[config.mk]
export PLATFORM = sky130hd
export DESIGN_NAME = sync_toggle_counter
export DESIGN_NICKNAME = d
export VERILOG_FILES = /design/src/rtl/sync_toggle_counter.sv
export SDC_FILE = /design/constraint.sdc
export NUM_CORES = 1
export LEC_CHECK = 0
export CAP_MARGIN = 20
export CORE_AREA = 2 2 39 41
export DETAILED_ROUTE_END_ITERATION = 6
export DIE_AREA = 0 0 41 43
export HOLD_SLACK_MARGIN = 0.15
export PLACE_DENSITY = 0.77
export RECOVER_POWER = 100
export SKIP_CTS_REPAIR_TIMING = 1
export SLEW_MARGIN = 20
export SYNTH_ARGS = -nofsm -noshare
export SYNTH_HDL_FRONTEND = slang
export SYNTH_SLANG_ARGS = --single-unit
[constraint.sdc]
create_clock -name CLK -period 2.9 [get_ports CLK]
set_clock_uncertainty 0.15 [all_clocks]
set_input_delay 0.725 -clock CLK [delete_from_list [all_inputs] [get_ports CLK]]
set_output_delay 0.725 -clock CLK [all_outputs]
set_load 0.1 [all_outputs]
[src/rtl/sync_toggle_counter.sv]
// sync_toggle_counter: modulo-MODULUS up/down counter built from per-bit T
// flip-flops. It exposes the toggle vector, a combinational terminal count,
// and a sticky overflow flag.
// Optional feature: define SYNC_TOGGLE_COUNTER_LOAD_EN to compile in the
// parallel load. Without it, LOAD and D are present on the port list but are
// ignored.
`default_nettype none

module sync_toggle_counter #(
  parameter int WIDTH   = 4,
  parameter int MODULUS = 10
) (
  input  logic             CLK,
  input  logic             CLR,
  input  logic             EN,
  input  logic             UP,
  input  logic             LOAD,
  input  logic [WIDTH-1:0] D,
  input  logic             OVF_CLR,
  output logic [WIDTH-1:0] Q,
  output logic [WIDTH-1:0] Qbar,
  output logic [WIDTH-1:0] T_OUT,
  output logic             TC,
  output logic             OVF
);

  // Largest legal count. MODULUS may equal 2^WIDTH, so it is held one bit wider.
  localparam logic [WIDTH-1:0] MAX_CNT = WIDTH'(MODULUS - 1);
  localparam logic [WIDTH:0]   MOD_EXT = (WIDTH + 1)'(MODULUS);

  logic [WIDTH-1:0] r_q;
  logic             r_ovf;

  logic [WIDTH-1:0] w_next;
  logic [WIDTH-1:0] w_tout;
  logic [WIDTH-1:0] w_load_val;
  logic             w_load_act;
  logic             w_step;
  logic             w_tc;

  // Modulo step: wraps at MAX_CNT going up and at zero going down.
  function automatic logic [WIDTH-1:0] f_next_count(
    input logic [WIDTH-1:0] q,
    input logic             up
  );
    logic [WIDTH-1:0] n;
    if (up) begin
      n = (q == MAX_CNT) ? '0 : q + 1'b1;
    end else begin
      n = (q == '0) ? MAX_CNT : q - 1'b1;
    end
    return n;
  endfunction

  // Saturate a load value into the legal count range.
  function automatic logic [WIDTH-1:0] f_clamp_load(
    input logic [WIDTH-1:0] d
  );
    logic [WIDTH-1:0] v;
    v = ({1'b0, d} >= MOD_EXT) ? MAX_CNT : d;
    return v;
  endfunction

`ifdef SYNC_TOGGLE_COUNTER_LOAD_EN
  assign w_load_act = LOAD;
  assign w_load_val = f_clamp_load(D);
`else
  // Load path is absent; the ports are tied off here to keep them visibly consumed.
  logic w_unused_load;
  assign w_unused_load = LOAD ^ (^D);
  assign w_load_act    = 1'b0;
  assign w_load_val    = '0;
`endif

  // A counting step happens only when enabled, not loading and not in reset.
  assign w_step = EN & ~w_load_act & ~CLR;
  assign w_next = f_next_count(r_q, UP);

  // Toggle vector: bits that differ between the current and the next count.
  assign w_tout = w_step ? (r_q ^ w_next) : '0;

  // Terminal count follows the direction sampled this cycle.
  assign w_tc = EN & ~CLR & (UP ? (r_q == MAX_CNT) : (r_q == '0));

  // Per-bit T flip-flops: a bit inverts when its toggle is set; load overrides.
  always_ff @(posedge CLK or posedge CLR) begin
    if (CLR) begin
      r_q <= '0;
    end else if (w_load_act) begin
      r_q <= w_load_val;
    end else begin
      r_q <= r_q ^ w_tout;
    end
  end

  // Sticky overflow: set on a taken wrap step, and the set wins over OVF_CLR.
  always_ff @(posedge CLK or posedge CLR) begin
    if (CLR) begin
      r_ovf <= 1'b0;
    end else if (w_step & w_tc) begin
      r_ovf <= 1'b1;
    end else if (OVF_CLR) begin
      r_ovf <= 1'b0;
    end
  end

  assign Q     = r_q;
  assign Qbar  = ~r_q;
  assign T_OUT = w_tout;
  assign TC    = w_tc;
  assign OVF   = r_ovf;

endmodule

`default_nettype wire

==> Slide: Implementation Results <==
Synthesis and Place & Route Summary

Drt
  • DRC violations left: 0
  • Wire per inst: 12.0 µm

Setup path
  • Top delay family on crit path: flip-flops
  • Crit path buffers/inverters: 1
  • Setup CP Type: reg -> out
  • Flop2flop setup slack: 0.98 ns
  • Cell depth of the worst setup path: 5

STA
  • Fin worst setup slack: -0.0542 ns
  • Min cycle time layout: approximately 3.0 ns
  • Slew Viols, Final: 0
  • Setup Viol. Count Final: 2

Global routing
  • Initial antenna violation count: 0

Clock tree
  • Reg clk slew, reported paths: 0.04 ns
  • CTS tree: done

Floorplan
  • Die y size: 43 µm

Yosys
  • Warnings, synthesis: 0
  • Ys flop type: dfrtp_1

Outcome
  • Failing checks: setup timing
  • Outcome: finished with violations

Worst hold path
  • Hold Crit Depth: 2
area by class of cell:
| cell class | instances | area, µm² |
|---|---|---|
| well taps | 16 | 20.0 |
| multi-input cells | 46 | 400 |
| inverters | 7 | 33.8 |
| flip-flops and latches | 5 | 134 |
| repair buffers | 30 | 289 |
| fillers | 128 | 480 |
| clock buffers | 4 | 26.3 |
layer usage:
metal	share of wire (%)	up-vias	wire, µm	global-route usage (%)
met5	0	-	0	0
met4	0	0	0	8.00
met3	4.3	0	56	3.14
met2	50	15	643	21.9
met1	46	253	596	24.4
li1	-	277	-	-
layout by cell type, fill, tap and decap left out, drive strengths merged, types with 2 or more instances in the layout:
master / count
nor2: 7
clkbuf: 7
clkdlybuf4s50: 2
clkinvlp: 2
mux2i: 2
buf: 23
nand2: 7
dfrtp: 5
inv: 5
a21oi: 3
ha: 3
o21ai: 4
nand3: 3
Yosys cell counts, types with 2 or more instances:
library cell  instances  area share [%]
o21ai_0               3             3.2
a21oi_1               3             3.2
dfrtp_1               5              27
nand3_1               3             3.2
nor2_1                7             5.6
inv_1                 7             5.6
mux2i_1               2             4.3
ha_1                  3             8.0
nand2_1               7             5.6
metrics by stage:
step           cells  hold slack [ns]  setup WS [ns]
5_1_grt          108            0.422         -0.125
6_report         108            0.393        -0.0542
4_1_cts          105            0.398         -0.194
3_3_place_gp     101            0.370         -0.191
3_5_place_dp     101            0.391         -0.191
2_1_floorplan     61            0.353         -0.782
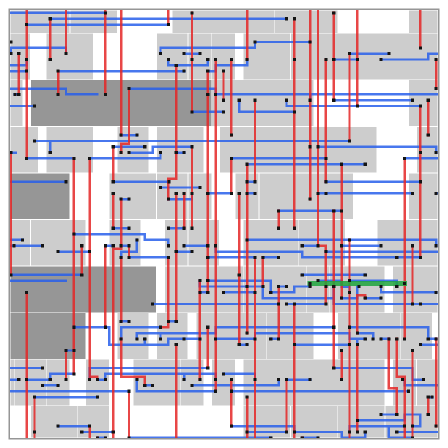
*Layout detail*
Window x 8 to 33, y 9 to 34 µm. Cells in gray, sequential cells in the stronger gray; small squares are vias.
[met3] green
[met2] red
[met1] blue
most frequent: buf_4 (10), nand2_1 (7)
netlist names of flops here include: `Q` (2)
cells with their middle in the window: 58
sequential cells in the window: 2

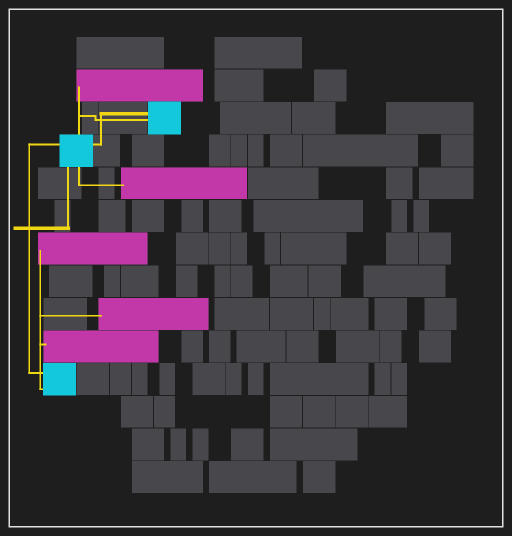
*Clock network drawn from the DEF*
Drawn at 12 px/µm.
[flip-flops] magenta | count: 5
[cells driving clock nets] cyan | count: 3
[clock wires] yellow | length: 83.3 µm
routed clock nets: 4

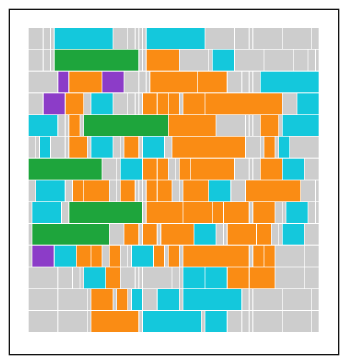
*Placed cells, one color a class*
Drawn at 8 px/µm. Fill, decap, tap and diode cells in gray.
[other buffers and delay cells] cyan | cells: 30
[flops] green | cells: 5
[clock drivers and dummy loads] purple | cells: 4
[all other logic] orange | cells: 53
final design utilization: 65.3%
flop share of the area: 14.8%
Row Count: 14
Core ar.: 0.00138 mm²
design area: 903 µm²

